## src/rtl/fe_fft_pkg.sv

```systemverilog
// Shared definitions for the FFT front-end datapath: I/Q component indices,
// beat-counter sizing and the halving round/saturate helper.
package fe_fft_pkg;

  localparam int I = 0;
  localparam int Q = 1;

  // Width of a counter that walks 2*ns beats (never narrower than 1 bit).
  function automatic int cnt_w(input int ns);
    return (ns <= 1) ? 1 : $clog2(2 * ns);
  endfunction

  // Round-half-up shift right by one; only the largest positive result can
  // leave the nbw_in-bit range, so only the positive side saturates.
  function automatic int rnd_sat_shr1(input int y, input int nbw_in);
    int r;
    int pmax;
    r    = (y + 1) >>> 1;
    pmax = (1 <<< (nbw_in - 1)) - 1;
    if (r > pmax) r = pmax;
    return r;
  endfunction

  // Optional output scaling shared by the sum and difference paths.
  function automatic int scale_c(input int y, input int nbw_in, input int scale);
    return (scale != 0) ? rnd_sat_shr1(y, nbw_in) : y;
  endfunction

endpackage

```

## src/rtl/fe_cplx_rot_mj.sv

```systemverilog
// Registered conditional -j rotation of a complex value followed by the
// optional 1/2 scaling; used on the butterfly difference path.
module fe_cplx_rot_mj
  import fe_fft_pkg::*;
#(
  parameter int NBW_IN = 8,
  parameter int SCALE  = 0
) (
  input  logic                                clk,
  input  logic                                rst_sync,
  input  logic                                i_en,
  input  logic                                i_rot,
  input  logic [1:0][NBW_IN:0]                i_data,
  output logic [1:0][NBW_IN-SCALE:0]          o_data
);

  localparam int W       = NBW_IN + 1;
  localparam int NBW_OUT = NBW_IN + 1 - SCALE;

  logic signed [W-1:0] d_i;
  logic signed [W-1:0] d_q;
  logic signed [W-1:0] y_i;
  logic signed [W-1:0] y_q;

  assign d_i = $signed(i_data[I]);
  assign d_q = $signed(i_data[Q]);

  // -j*(dI + j*dQ) = dQ - j*dI; |d| < 2^NBW_IN so the negation fits in W bits
  always_comb begin
    y_i = d_i;
    y_q = d_q;
    if (i_rot) begin
      y_i = d_q;
      y_q = -d_i;
    end
  end

  // Stage 2 register: scaled result, held while no beat is in flight
  always_ff @(posedge clk) begin
    if (rst_sync) begin
      o_data <= '0;
    end else if (i_en) begin
      o_data[I] <= NBW_OUT'(scale_c(int'(y_i), NBW_IN, SCALE));
      o_data[Q] <= NBW_OUT'(scale_c(int'(y_q), NBW_IN, SCALE));
    end
  end

endmodule

```

## src/rtl/fe_bf2_butterfly.sv

```systemverilog
// Radix-2^2 SDF butterfly arithmetic stage: sum/difference of the reorder
// FIFO's sample pair, -j rotation of the difference in the upper half of each
// 2*NS_FIFO beat block (type II), optional 1/2 scaling. Two-cycle latency.
module fe_bf2_butterfly
  import fe_fft_pkg::*;
#(
  parameter int NBW_IN  = 8,
  parameter int NS_FIFO = 2,
  parameter int TYPE_II = 0,
  parameter int SCALE   = 0
) (
  input  logic                               clk,
  input  logic                               rst_sync,
  input  logic                               i_valid,
  input  logic                               i_sof,
  input  logic signed [1:0][1:0][NBW_IN-1:0] i_data,
  output logic                               o_valid,
  output logic                               o_sof,
  output logic signed [1:0][1:0][NBW_IN-SCALE:0] o_data
);

  localparam int NBW_OUT = NBW_IN + 1 - SCALE;
  localparam int W1      = NBW_IN + 1;
  localparam int CW      = cnt_w(NS_FIFO);
  localparam logic [CW-1:0] NS_C   = CW'(NS_FIFO);
  localparam logic [CW-1:0] LAST_C = CW'(2 * NS_FIFO - 1);

  logic [CW-1:0] cnt;
  logic [CW-1:0] idx;

  logic signed [NBW_IN-1:0] a_i, a_q, b_i, b_q;

  logic signed [W1-1:0] s_i_p1, s_q_p1, d_i_p1, d_q_p1;
  logic                 vld_p1, sof_p1, rot_p1;

  logic [1:0][NBW_OUT-1:0] sum_p2;
  logic [1:0][NBW_OUT-1:0] diff_p2;

  assign a_i = $signed(i_data[0][I]);
  assign a_q = $signed(i_data[0][Q]);
  assign b_i = $signed(i_data[1][I]);
  assign b_q = $signed(i_data[1][Q]);

  // Start of frame pins the current beat to index 0, overriding the counter
  assign idx = i_sof ? '0 : cnt;

  // Beat counter: advances per accepted beat, wraps at the block length
  always_ff @(posedge clk) begin
    if (rst_sync) begin
      cnt <= '0;
    end else if (i_valid) begin
      cnt <= (idx == LAST_C) ? '0 : idx + 1'b1;
    end
  end

  // Stage 1 control: valid, frame marker and rotation decision
  always_ff @(posedge clk) begin
    if (rst_sync) begin
      vld_p1 <= 1'b0;
      sof_p1 <= 1'b0;
      rot_p1 <= 1'b0;
    end else begin
      vld_p1 <= i_valid;
      sof_p1 <= i_valid & i_sof;
      rot_p1 <= (TYPE_II != 0) && (idx >= NS_C);
    end
  end

  // Stage 1 data: full-growth sum and difference
  always_ff @(posedge clk) begin
    if (i_valid) begin
      s_i_p1 <= W1'(a_i) + W1'(b_i);
      s_q_p1 <= W1'(a_q) + W1'(b_q);
      d_i_p1 <= W1'(a_i) - W1'(b_i);
      d_q_p1 <= W1'(a_q) - W1'(b_q);
    end
  end

  // Stage 2 sum path: scaled, held while no beat is in flight
  always_ff @(posedge clk) begin
    if (rst_sync) begin
      sum_p2 <= '0;
    end else if (vld_p1) begin
      sum_p2[I] <= NBW_OUT'(scale_c(int'(s_i_p1), NBW_IN, SCALE));
      sum_p2[Q] <= NBW_OUT'(scale_c(int'(s_q_p1), NBW_IN, SCALE));
    end
  end

  fe_cplx_rot_mj #(
    .NBW_IN (NBW_IN),
    .SCALE  (SCALE)
  ) u_rot (
    .clk      (clk),
    .rst_sync (rst_sync),
    .i_en     (vld_p1),
    .i_rot    (rot_p1),
    .i_data   ({d_q_p1, d_i_p1}),
    .o_data   (diff_p2)
  );

  // Stage 2 control: output qualifiers aligned with the data registers
  always_ff @(posedge clk) begin
    if (rst_sync) begin
      o_valid <= 1'b0;
      o_sof   <= 1'b0;
    end else begin
      o_valid <= vld_p1;
      o_sof   <= vld_p1 & sof_p1;
    end
  end

  assign o_data = {diff_p2, sum_p2};

endmodule

```

## config.mk

```make
export PLATFORM = sky130hd
export DESIGN_NAME = fe_bf2_butterfly
export DESIGN_NICKNAME = d
export VERILOG_FILES = /design/src/rtl/fe_fft_pkg.sv /design/src/rtl/fe_cplx_rot_mj.sv /design/src/rtl/fe_bf2_butterfly.sv
export SDC_FILE = /design/constraint.sdc
export NUM_CORES = 1
export LEC_CHECK = 0
export ABC_AREA = 1
export CAP_MARGIN = 20
export CORE_MARGIN = 2
export CORE_UTILIZATION = 23
export DETAILED_ROUTE_END_ITERATION = 7
export GPL_ROUTABILITY_DRIVEN = 0
export HOLD_SLACK_MARGIN = 0.1
export PLACE_DENSITY = 0.4
export SLEW_MARGIN = 20
export SYNTH_ARGS = -nofsm -noshare
export SYNTH_HDL_FRONTEND = slang
export SYNTH_SLANG_ARGS = --single-unit
```

## constraint.sdc

```tcl
create_clock -name clk -period 2.56 [get_ports clk]
set_input_delay 0.768 -clock clk [delete_from_list [all_inputs] [get_ports clk]]
set_output_delay 0.768 -clock clk [all_outputs]
set_load 0.02 [all_outputs]
```

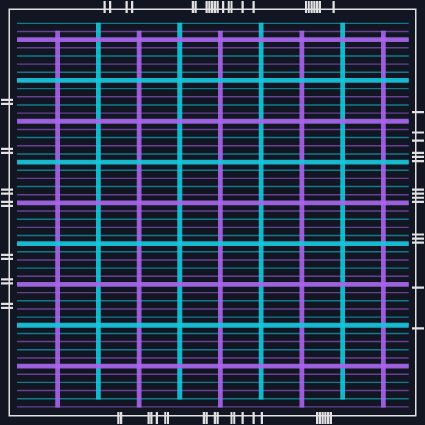
power_grid.png
Drawn at 3 px/µm. Pins as bars on the die edge.
| net | color |
|---|---|
| VSS | purple |
| VDD | cyan |
rows: 47
met4 straps: 9
met5 straps: 9
met1 rails: 48

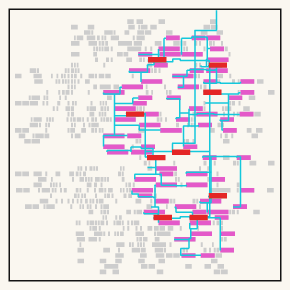
clk_routes.png
Drawn at 2 px/µm.
[clock drivers] red | count: 9
[flip-flops] magenta | count: 72
[clock wires] cyan | length: 1020 µm
routed clock nets: 10

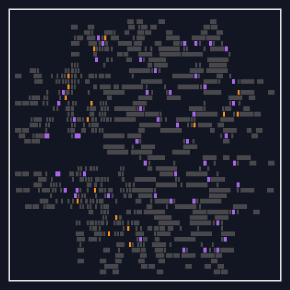
logic_types.png
Drawn at 2 px/µm.
| family | color | cells |
|---|---|---|
| aoi and oai cells | purple | 49 |
| nor cells | orange | 17 |

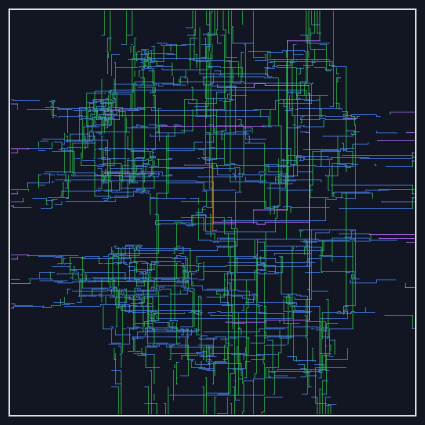
wires.png
Drawn at 3 px/µm.
| layer | color | wire length |
|---|---|---|
| metal 1 | blue | 4940 µm |
| metal 4 | orange | 154 µm |
| metal 3 | purple | 365 µm |
| metal 2 | green | 4150 µm |

==> impl_results.html <==
<p>Metrics extracted from the flow reports.</p>
<table>
<tr><th>Metric</th><th>Value</th></tr>
<tr><th colspan="2">Yosys</th></tr>
<tr><td>Share of synthesized area occupied by flip-flops and latches</td><td>45.13%</td></tr>
<tr><td>Cell area after technology mapping</td><td>~3900 µm²</td></tr>
<tr><td>Net count after synthesis</td><td>about 570</td></tr>
<tr><td>Yosys stat cell total</td><td>493</td></tr>
<tr><td>Synth area leader</td><td>sky130_fd_sc_hd__edfxtp_1</td></tr>
<tr><td>Registers, synthesis</td><td>a little over 70</td></tr>
<tr><td>Synth Area per Inst</td><td>8.007 µm²</td></tr>
<tr><td>Post-synth ARST share</td><td>0%</td></tr>
<tr><td>Share of Yosys cell area claimed by the top area cell type</td><td>between 20% and 30%</td></tr>
<tr><td>Top post-synthesis cells by count</td><td>182 x sky130_fd_sc_hd__nand2_1, 61 x sky130_fd_sc_hd__inv_1, 45 x sky130_fd_sc_hd__a21oi_1, 38 x sky130_fd_sc_hd__dfxtp_1, 34 x sky130_fd_sc_hd__edfxtp_1</td></tr>
<tr><td>Area figure in the yosys stat output</td><td>just under 4000 µm²</td></tr>
<tr><td>Synth top area cells</td><td>sky130_fd_sc_hd__edfxtp_1 26%, sky130_fd_sc_hd__dfxtp_1 19%, sky130_fd_sc_hd__nand2_1 17%</td></tr>
<tr><td>Distinct lib cells used</td><td>28</td></tr>
<tr><td>Main flop type</td><td>sky130_fd_sc_hd__dfxtp_1</td></tr>
<tr><td>Leading cell type by number of instances after synthesis</td><td>sky130_fd_sc_hd__nand2_1</td></tr>
<tr><td>Cell count after synthesis</td><td>493</td></tr>
<tr><td>Syn. warnings</td><td>0</td></tr>
<tr><th colspan="2">Final layout</th></tr>
<tr><td>Final-stage net count</td><td>658</td></tr>
<tr><td>Area Overhead vs Synth</td><td>35.78%</td></tr>
<tr><td>Utilization after layout</td><td>between 30 and 40%</td></tr>
<tr><td>Share of final-layout standard cells stronger than drive strength 1</td><td>about a tenth</td></tr>
<tr><td>Post-route non-filler standard cell count</td><td>between 800 and 900</td></tr>
<tr><td>Diodes inserted</td><td>0</td></tr>
<tr><th colspan="2">Pwr</th></tr>
<tr><td>Share of power burned in registers</td><td>between 40% and 50%</td></tr>
<tr><td>Peak ir drop on the vdd network</td><td>about 0.33 mV</td></tr>
<tr><td>Power density over the cells</td><td>slightly above 600 nW/µm²</td></tr>
<tr><td>Leak pwr</td><td>between 2 and 2.5 nW</td></tr>
<tr><td>Fraction of power spent switching nets</td><td>about 27%</td></tr>
<tr><td>Switching power</td><td>900.9 µW</td></tr>
<tr><td>Combinational share of power</td><td>20.8%</td></tr>
<tr><th colspan="2">Setup path</th></tr>
<tr><td>Crit-path slowest cell</td><td>sky130_fd_sc_hd__clkdlybuf4s50_1</td></tr>
<tr><td>Crit path buf inv count</td><td>3</td></tr>
<tr><td>Max incr delay on CP</td><td>approximately 0.48 ns</td></tr>
<tr><td>Arr. time, crit path</td><td>2.35 ns</td></tr>
<tr><td>Crit end category</td><td>flop</td></tr>
<tr><td>Startpoint kind of the worst setup timing path</td><td>primary input</td></tr>
<tr><td>Category of cells accounting for the largest share of critical-path delay</td><td>adder cells</td></tr>
<tr><td>Req. time, crit path</td><td>between 2 and 3 ns</td></tr>
<tr><td>Path type of the worst setup path</td><td>in2reg</td></tr>
<tr><td>Maximum fanout encountered on the critical timing path</td><td>3</td></tr>
<tr><th colspan="2">STA</th></tr>
<tr><td>Highest Clock Rate</td><td>approximately 0.44 GHz</td></tr>
<tr><td>Post-layout period usage of the worst path</td><td>between 80 and 90%</td></tr>
<tr><td>Final setup violating endpoints</td><td>0</td></tr>
<tr><td>Min setup slack post-route</td><td>a little over 0.3 ns</td></tr>
<tr><td>Least-Margin Pin Slew</td><td>0.6142 ns</td></tr>
<tr><td>Worst relative slew slack</td><td>58.99%</td></tr>
<tr><td>Post-layout minimum cycle time</td><td>between 2 and 2.5 ns</td></tr>
<tr><th colspan="2">GRT</th></tr>
<tr><td>Global-route congestion overflow total</td><td>0</td></tr>
<tr><td>Vias in the first global route</td><td>around 3.1k</td></tr>
<tr><td>Global-route wire length before repair</td><td>approximately 16000 µm</td></tr>
<tr><th colspan="2">Clocking</th></tr>
<tr><td>CTS H-tree lvls</td><td>3</td></tr>
<tr><td>CTS Buf Count</td><td>9</td></tr>
<tr><td>Hold buffer count at CTS</td><td>0</td></tr>
<tr><td># Post-CTS Setup Buffers</td><td>0</td></tr>
<tr><td>Clock buffer depth</td><td>2</td></tr>
<tr><td>Clock transition at the registers of the reported paths</td><td>about 0.060 ns</td></tr>
<tr><td>Post-CTS resize count</td><td>0</td></tr>
<tr><td>Number of sinks handled by clock tree synthesis</td><td>about 72</td></tr>
<tr><th colspan="2">Detailed routing</th></tr>
<tr><td>Mean routed wirelength per cell</td><td>about 12 µm</td></tr>
<tr><td>Via density per instance</td><td>between 3 and 4</td></tr>
<tr><td>Violation tally from detailed-route iteration zero</td><td>approximately 200</td></tr>
<tr><td>Final antenna-violating net count</td><td>0</td></tr>
<tr><td>Detailed Route WL</td><td>roughly 9600 µm</td></tr>
<tr><td>Remaining routing DRC violations</td><td>0</td></tr>
<tr><td>Via count</td><td>3189</td></tr>
<tr><th colspan="2">Placed design</th></tr>
<tr><td>Count of input and output buffers</td><td>between 70 and 80</td></tr>
<tr><td>Hpwl dp</td><td>roughly 7000 µm</td></tr>
<tr><th colspan="2">Run status</th></tr>
<tr><td>Outcome</td><td>finished clean</td></tr>
<tr><th colspan="2">Die</th></tr>
<tr><td>Initial cell density of the core</td><td>a little under a quarter</td></tr>
<tr><td>Placeable core region</td><td>~17000 µm²</td></tr>
<tr><td>Floorplan die width</td><td>135.0 µm</td></tr>
<tr><td>Number of I/O pins</td><td>74</td></tr>
<tr><th colspan="2">Min path</th></tr>
<tr><td>Worst hold path class</td><td>reg2reg</td></tr>
<tr><th colspan="2">Job</th></tr>
<tr><td>Number of warning messages in the logs</td><td>around 42</td></tr>
<tr><td>Tally of max-capacitance violations</td><td>0</td></tr>
</table>
==> area by class of cell <==
| cell class | instances | area, µm² |
|---|---|---|
| clock buffers | 11 | 232.7 |
| clock inverters | 5 | 57.56 |
| fillers | 1769 | 11340 |
| inverters | 74 | 277.8 |
| multi-input cells | 329 | 1789 |
| flip-flops and latches | 72 | 1782 |
| well taps | 220 | 275.3 |
| repair buffers | 100 | 945.9 |
==> through the flow <==
stage,power [mW],setup TNS (ns),hold slack [ns],cell area [µm²]
2_1_floorplan,1.799,0,0.4035,3948
3_3_place_gp,2.114,-0.2708,0.4103,5070
3_5_place_dp,2.116,-0.3540,0.4126,5070
4_1_cts,3.354,0,0.4209,5360
5_1_grt,3.493,0,0.4648,5360
6_report,3.308,0,0.4195,5360
==> path summary, 6_finish.rpt <==
kind / start / to / slack [ns] / cells past startpoint
max: i_data[0] / d_i_p1[8] / 0.31 / 10
min: sof_p1 / o_sof / 0.42 / 2
max reg2reg: vld_p1 / u_rot.o_data[12] / 1.22 / 3
min reg2reg: sof_p1 / o_sof / 0.42 / 2
==> power by group through the flow <==
stage               Clock (mW)  Combinational, mW  Sequential (mW)
floorplan                    0              0.355             1.44
global placement             0              0.697             1.42
detailed placement           0              0.698             1.42
CTS                       1.26              0.702             1.39
global route              1.31              0.781             1.40
finish                    1.23              0.689             1.39
==> kinds of logic (layout without fill, tap and decap cells) <==
group,Yosys count,count (layout),share of synthesized area (%)
compound gates,49,49,6.434
xor+xnor,12,12,2.853
buf+inv,92,190,9.541
simple gates,232,232,23.87
flops,72,72,45.13
fa+ha+maj,36,36,12.17
==> per-layer routing <==
metal  vias up  routed length, µm  track usage, %
met5         -                  0               0
met2        59               4152           16.72
met1      1404               4938           15.70
li1       1716                  -               -
met4         0                153           4.167
met3        10                364           2.102
==> sequential cells by signal, indices dropped and copies added (netlist names) <==
| signal | count |
|---|---|
| o_valid | 1 |
| s_q_p1 | 8 |
| sof_p1 | 1 |
| o_data | 18 |
| vld_p1 | 1 |
| d_i_p1 | 8 |
| s_i_p1 | 9 |
| d_q_p1 | 9 |
| o_sof | 1 |
| u_rot.o_data | 16 |
==> cells in the final DEF (no fill, tap or decap), types with 2 or more instances in the layout <==
cell                                n
sky130_fd_sc_hd__fa_1               4
sky130_fd_sc_hd__buf_4             26
sky130_fd_sc_hd__edfxtp_1          34
sky130_fd_sc_hd__clkdlybuf4s50_1   73
sky130_fd_sc_hd__clkbuf_1           2
sky130_fd_sc_hd__inv_2             13
sky130_fd_sc_hd__clkinvlp_4         2
sky130_fd_sc_hd__dfxtp_1           38
sky130_fd_sc_hd__inv_1             61
sky130_fd_sc_hd__ha_1              32
sky130_fd_sc_hd__nor2_1            17
sky130_fd_sc_hd__xnor2_1            4
sky130_fd_sc_hd__clkbuf_16          9
sky130_fd_sc_hd__or2_1              2
sky130_fd_sc_hd__xor2_1             7
sky130_fd_sc_hd__nand2_1          182
sky130_fd_sc_hd__nand2_2            2
sky130_fd_sc_hd__nand3b_1           3
sky130_fd_sc_hd__o21bai_1           2
sky130_fd_sc_hd__a21oi_1           45
sky130_fd_sc_hd__nand3_1           21
Power and IR drop assume default switching activity.
